--- src/rtl/unit_literal_select.sv ---
// ============================================================================
// Module   : unit_literal_select (with package common)
// Purpose  : Scans a captured formula one literal slot per cycle and selects
//            the first unit-clause literal, or else a fallback branch literal.
// Revision : 1.0
// ============================================================================
`default_nettype none

package common;
    localparam int width_clausearray = 2;
    localparam int width_litarray    = 2;
    localparam int width_varnum      = 6;

    typedef struct packed {
        logic [width_varnum-1:0] num;
        logic                    val;
    } lit;

    localparam lit zero_lit = '{num: '0, val: 1'b0};

    typedef struct packed {
        logic [width_litarray:0]          len;
        lit [2**width_litarray-1:0]       lits;
    } clause;

    typedef struct packed {
        logic [width_clausearray:0]       len;
        clause [2**width_clausearray-1:0] clauses;
    } formula;
endpackage

module unit_literal_select
    import common::*;
(
    input  logic   clock,
    input  logic   reset,
    input  logic   find,
    input  formula in_formula,
    output logic   busy,
    output logic   ended,
    output logic   found_unit,
    output logic   empty_clause,
    output logic   empty_formula,
    output lit     out_lit
);

    typedef enum logic [1:0] {
        IDLE         = 2'd0,
        BEGIN_CLAUSE = 2'd1,
        SCAN_LIT     = 2'd2,
        DONE         = 2'd3
    } state_t;

    state_t                     r_state, w_state;
    formula                     r_fm, w_fm;
    logic [width_clausearray:0] r_i, w_i;
    logic [width_litarray:0]    r_j, w_j;
    logic [1:0]                 r_count, w_count;
    lit                         r_cand, w_cand;
    lit                         r_fb, w_fb;
    logic                       r_have_fb, w_have_fb;
    logic                       w_busy, w_ended, w_found_unit;
    logic                       w_empty_clause, w_empty_formula;
    lit                         w_out_lit;

    clause                      w_cl;
    lit                         w_slot;

    // Indices are only used while in range, so the low bits suffice.
    assign w_cl   = r_fm.clauses[r_i[width_clausearray-1:0]];
    assign w_slot = w_cl.lits[r_j[width_litarray-1:0]];

    always_comb begin
        w_state         = r_state;
        w_fm            = r_fm;
        w_i             = r_i;
        w_j             = r_j;
        w_count         = r_count;
        w_cand          = r_cand;
        w_fb            = r_fb;
        w_have_fb       = r_have_fb;
        w_busy          = busy;
        w_ended         = ended;
        w_found_unit    = found_unit;
        w_empty_clause  = empty_clause;
        w_empty_formula = empty_formula;
        w_out_lit       = out_lit;

        case (r_state)
            IDLE: begin
                if (find) begin
                    w_fm            = in_formula;
                    w_i             = '0;
                    w_have_fb       = 1'b0;
                    w_busy          = 1'b1;
                    w_found_unit    = 1'b0;
                    w_empty_clause  = 1'b0;
                    w_empty_formula = 1'b0;
                    w_out_lit       = zero_lit;
                    w_state         = BEGIN_CLAUSE;
                end
            end
            BEGIN_CLAUSE: begin
                if (r_i >= r_fm.len) begin
                    w_ended = 1'b1;
                    w_busy  = 1'b0;
                    w_state = DONE;
                    if (r_fm.len == '0) begin
                        w_empty_formula = 1'b1;
                        w_out_lit       = zero_lit;
                    end else begin
                        w_out_lit    = r_fb;
                        w_found_unit = 1'b0;
                    end
                end else begin
                    w_j     = '0;
                    w_count = 2'd0;
                    w_cand  = zero_lit;
                    w_state = SCAN_LIT;
                end
            end
            SCAN_LIT: begin
                if (r_j < w_cl.len) begin
                    if (w_slot.num != '0) begin
                        if (r_count == 2'd0) w_cand = w_slot;
                        if (r_count != 2'd2) w_count = r_count + 2'd1;
                    end
                    w_j = r_j + 1'b1;
                end else if (r_count == 2'd0) begin
                    w_ended        = 1'b1;
                    w_busy         = 1'b0;
                    w_empty_clause = 1'b1;
                    w_out_lit      = zero_lit;
                    w_state        = DONE;
                end else if (r_count == 2'd1) begin
                    w_ended      = 1'b1;
                    w_busy       = 1'b0;
                    w_found_unit = 1'b1;
                    w_out_lit    = r_cand;
                    w_state      = DONE;
                end else begin
                    // Earliest multi-literal clause supplies the branch decision.
                    if (!r_have_fb) begin
                        w_fb      = r_cand;
                        w_have_fb = 1'b1;
                    end
                    w_i     = r_i + 1'b1;
                    w_state = BEGIN_CLAUSE;
                end
            end
            DONE: begin
                w_ended = 1'b0;
                w_state = IDLE;
            end
            default: w_state = IDLE;
        endcase
    end

    always_ff @(posedge clock) begin
        if (reset) begin
            r_state       <= IDLE;
            r_fm          <= '0;
            r_i           <= '0;
            r_j           <= '0;
            r_count       <= 2'd0;
            r_cand        <= zero_lit;
            r_fb          <= zero_lit;
            r_have_fb     <= 1'b0;
            busy          <= 1'b0;
            ended         <= 1'b0;
            found_unit    <= 1'b0;
            empty_clause  <= 1'b0;
            empty_formula <= 1'b0;
            out_lit       <= zero_lit;
        end else begin
            r_state       <= w_state;
            r_fm          <= w_fm;
            r_i           <= w_i;
            r_j           <= w_j;
            r_count       <= w_count;
            r_cand        <= w_cand;
            r_fb          <= w_fb;
            r_have_fb     <= w_have_fb;
            busy          <= w_busy;
            ended         <= w_ended;
            found_unit    <= w_found_unit;
            empty_clause  <= w_empty_clause;
            empty_formula <= w_empty_formula;
            out_lit       <= w_out_lit;
        end
    end

endmodule

`default_nettype wire
--- config.mk ---
export PLATFORM = sky130hd
export DESIGN_NAME = unit_literal_select
export DESIGN_NICKNAME = d
export VERILOG_FILES = /design/src/rtl/unit_literal_select.sv
export SDC_FILE = /design/constraint.sdc
export NUM_CORES = 1
export LEC_CHECK = 0
export CAP_MARGIN = 25
export CORE_MARGIN = 4
export CORE_UTILIZATION = 50
export CTS_BUF_LIST = sky130_fd_sc_hd__clkbuf_4 sky130_fd_sc_hd__clkbuf_8 sky130_fd_sc_hd__clkbuf_16
export CTS_CLUSTER_DIAMETER = 200
export DETAILED_ROUTE_END_ITERATION = 6
export PLACE_DENSITY = 0.79
export SETUP_SLACK_MARGIN = 0.3
export SLEW_MARGIN = 20
export SYNTH_ARGS = -nofsm -noshare
export SYNTH_HDL_FRONTEND = slang
export SYNTH_SLANG_ARGS = --single-unit
--- constraint.sdc ---
create_clock -name clock -period 5.2 [get_ports clock]
set_input_delay 1.04 -clock clock [delete_from_list [all_inputs] [get_ports clock]]
set_output_delay 1.04 -clock clock [all_outputs]
set_load 0.005 [all_outputs]
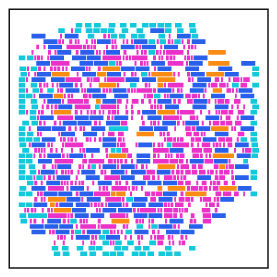
Fig. 1. Cells colored by class.
(2 px per um)
[combinational and other logic] magenta | cells: 623
[clock drivers and dummy loads] orange | cells: 31
[sequential cells] blue | cells: 164
[remaining buffers and delay cells] cyan | cells: 148
CORE AREA: 14,100 sq um
flop share of the area: 0.350
num rows: 43
Final Util: 0.667

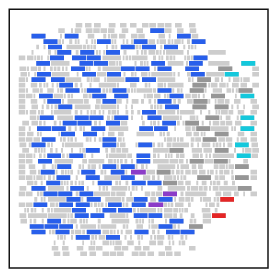
Fig. 2. Register map, names as in the netlist.
(2 px per um) Other sequential cells in the stronger gray, the rest of the logic in the fainter gray.
[`r_state`] red | flops: 2
[`r_i`] purple | flops: 3
[`r_fm`] blue | flops: 127
[`out_lit`] cyan | flops: 7 | where: right middle
Reg area: 3290 sq um
Sequential Power: 1.58 mW

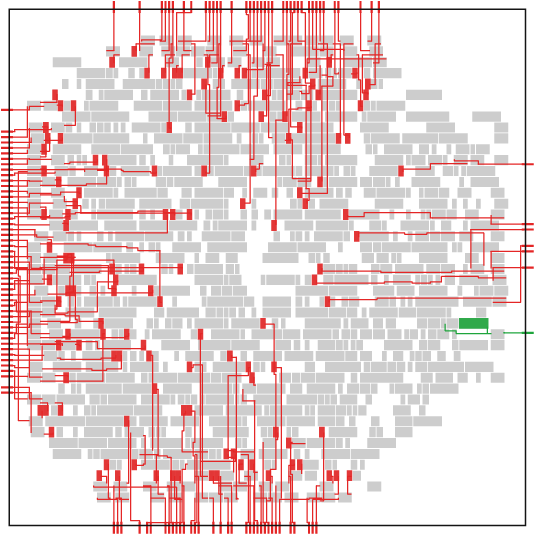
Fig. 3. I/O nets highlighted.
(4 px per um)
[`in_formula`] red | direction: input | end cells: 127 | wire: 3,650 um
[`found_unit`] green | direction: output | end cells: 1 | wire: 20.6 um
PortBufs: 141
I/O pin count: 142

==> out/results.tsv <==
stage	metric	value	unit
synthesis	adder_share	0.0258	
synthesis	ys.flop_type	dfxtp_1	
power_and_ir_drop	power.static_leakage	3.51	nW
cts	cts.clk_slew.worst_paths	60	ps
power_and_ir_drop	p_per_area	437	nW/um^2
drt	vias	6296	
global_route	grt_antenna_before_repair	0	
synthesis	synthArstFlopShare	0	
global_route	gr-max-usage-layer	met2	
synthesis	aoi_share	0.152	
drt	topRoutingLayerUsed	met4	
cells_and_area	syn_to_final_growth	29.1	%
cells_and_area	buffers_excl_clock	148	
setup_path	reg2reg_setup_slack	2150	ps
drt	dr.first_iter.drc_count	526	
timing	period_used_share	0.586	
cells_and_area	mi_logic_area	3670	sq um
setup_path	critPathMaxFanout	23	
cells_and_area	biggestCellCategory	logic gates	
global_route	grt_pass1_vias	5962	
placement	gp_congestion	0.792	
cells_and_area	num-nets-final	1099	
timing	rsz0062_at_grt	false	
drt	routedWlPerCell	15.8	um
placement	place_hpwl	12.3	mm
timing	final_hold_viol_count	0	
setup_path	r2r-start	r_i[0]	
timing	relSlewSlack	0.402	
power_and_ir_drop	combPwrFrac	0.284	
synthesis	yosysCellCount	846	
cts	clock_latency	420	ps
synthesis	largest_area_cell	dfxtp_1	
cts	ctsHoldBuffers	0	
run	max_cap_violations	0	
run	warnings	33	
cts	cts.path.max_buffers	2	
timing	fin_skew	7.53	ps
min_path	whs_path_depth	2	
synthesis	logic_family	simple AND/OR/NAND/NOR gates	
global_route	met3_usage	0.0457	
global_route	met2_usage	0.361	
cells_and_area	comb_cells	606	
setup_path	arrival	3340	ps
cells_and_area	clock_tree_area_fraction	0.0690	
drt	drc	0	
cts	root_buffer	clkbuf_16	
drt	wl_met3	1.06	mm
timing	post-route-min-period	3050	ps
global_route	grt_max_degree	111	
drt	vias_per_cell	5.49	
cts	cts_resized	0	
cells_and_area	n_clock_buffer	24	
synthesis	avgSynthCellArea	8.60	sq um
die	initial_core_util	0.516	
min_path	holdCritStartpoint	r_fm[123]	
synthesis	synthDistinctLibCells	55	
drt	wl_met2	8.86	mm
die	die_area	16600	sq um
synthesis	ys_chip_area	7280	sq um
die	n_tap_cell	180	
synthesis	ys_ff	164	
die	dieHeight	129	um
placement	numPlacedInstances	1114	
synthesis	area_leaders	dfxtp_1 45%, nand2_1 14%, a21oi_1 9.4%	
synthesis	syn_area	7280	sq um
global_route	use_met1	0.290	
synthesis	netlist.area_leader.share	0.451	
timing	maxSlewViolCount	0	
min_path	hold_path_end	r_fm[123]	
drt	routed_wl	18.1	mm
timing	setup_viol_count_final	0	
drt	wl_met1	7.92	mm
setup_path	regToRegEndpoint	out_lit[3]	
cells_and_area	layout.nonclk_buf_frac	0.160	
cts	cts-htree-levels	4	
cells_and_area	largest_reg_flops	127	
die	die_x	129	um
cells_and_area	regMostFlops	r_fm	
power_and_ir_drop	power.internal	2.82	mW
setup_path	path_class	register to register	
drt	drt-pass1-iter-count	5	
synthesis	xor_share	0	
synthesis	simple_gate_area_frac	0.199	
cells_and_area	flops	164	
drt	ant_nets	0	
power_and_ir_drop	vdd_drop_max	0.363	mV
setup_path	reg2regPathDepth	10	
power_and_ir_drop	switching_power	1.29	mW
power_and_ir_drop	seqPwrFrac	0.385	
min_path	hp-class	register to register	
synthesis	synth_seq_share	0.451	
setup_path	critPathLaunchType	register	
cells_and_area	lay_top_count	nand2_1	
timing	worst_slew_pin_slew	896	ps
cts	cts_tree	built	
cells_and_area	antenna_cells	0	
cts	cts_setup_buffers	0	
global_route	track_usage	0.219	
setup_path	crit_required	5490	ps
cells_and_area	n_all_inverters	17	
setup_path	critPathCaptureType	register	
cells_and_area	final_layout_size_suffix_gt1_frac	0.0807	
power_and_ir_drop	sw_frac_of_total	0.313	
synthesis	edf_count	0	
cells_and_area	layout_top_cells	275 x nand2_1, 162 x dfxtp_1, 140 x clkdlybuf4s50_1	
cells_and_area	comb_share	0.391	
synthesis	yosys_warnings	0	
timing	fmax	328	MHz
cts	numCtsBuffers	17	
cts	cts_sinks	164	
global_route	overflow	0	
global_route	grt_first_pass_wirelength	28.9	mm
power_and_ir_drop	pwr-share-clk	0.331	
timing	finalSetupTns	0	ps
synthesis	synthCells	846	
synthesis	mux_area_frac	0.127	
cells_and_area	nFillCells	1133	
synthesis	fp_nets	991	
run_status	outcome	completed	
cells_and_area	layout.cells.non_filler	1146	
per-stage QoR:
stage	cell area, sq um	power [mW]	hold slack, ps	setup WS (ps)
after global routing	9400	4.33	470	1890
final	9400	4.11	451	2150
after global placement	8690	2.72	433	2070
after floorplan	7280	2.41	417	2270
after detailed placement	8720	2.75	441	2010
after CTS	9370	4.11	453	2110
how the worst max path moves through the flow:
stage            from         end  depth (start not counted)
2_1_floorplan  r_i[0]   r_cand[0]                         11
3_3_place_gp     find   r_fm[105]                          5
3_5_place_dp     find    r_fm[75]                          5
4_1_cts        r_i[0]  out_lit[3]                         10
5_1_grt        r_i[0]  out_lit[1]                         10
6_report       r_i[0]  out_lit[3]                         10
critical path, cell delays in order (launching register included):
cell and delay [ps]:
dfxtp_2 580, buf_4 430, mux4_2 260, inv_1 40, ha_1 260, nand2_1 50
a21o_1 210, a31oi_1 230, nand4b_1 490, mux2i_1 310, nor2_1 60
cell usage after synthesis, types with 3 or more instances:
cell and number:
nand2_1 276, dfxtp_1 164, a21oi_1 137, clkbuf_1 42, nor2_1 32, mux4_2 23
mux2i_1 21, inv_1 16, ha_1 15, a22oi_1 12, nand3_1 11, buf_2 8
o21ai_0 8, a21o_1 6, mux4_1 5, nand2b_1 5, o2bb2ai_1 5, and2_1 4
a2111oi_0 3, a221oi_1 3, buf_1 3, buf_4 3
power groups by stage:
stage          Clock (mW)  Combinational [mW]  Sequential (mW)
2_1_floorplan           0               0.844             1.57
3_3_place_gp            0                1.12             1.60
3_5_place_dp            0                1.14             1.61
4_1_cts              1.38                1.15             1.58
5_1_grt              1.42                1.30             1.61
6_report             1.36                1.17             1.58
Power figures rest on the tool's default switching activity, not on a simulated workload.
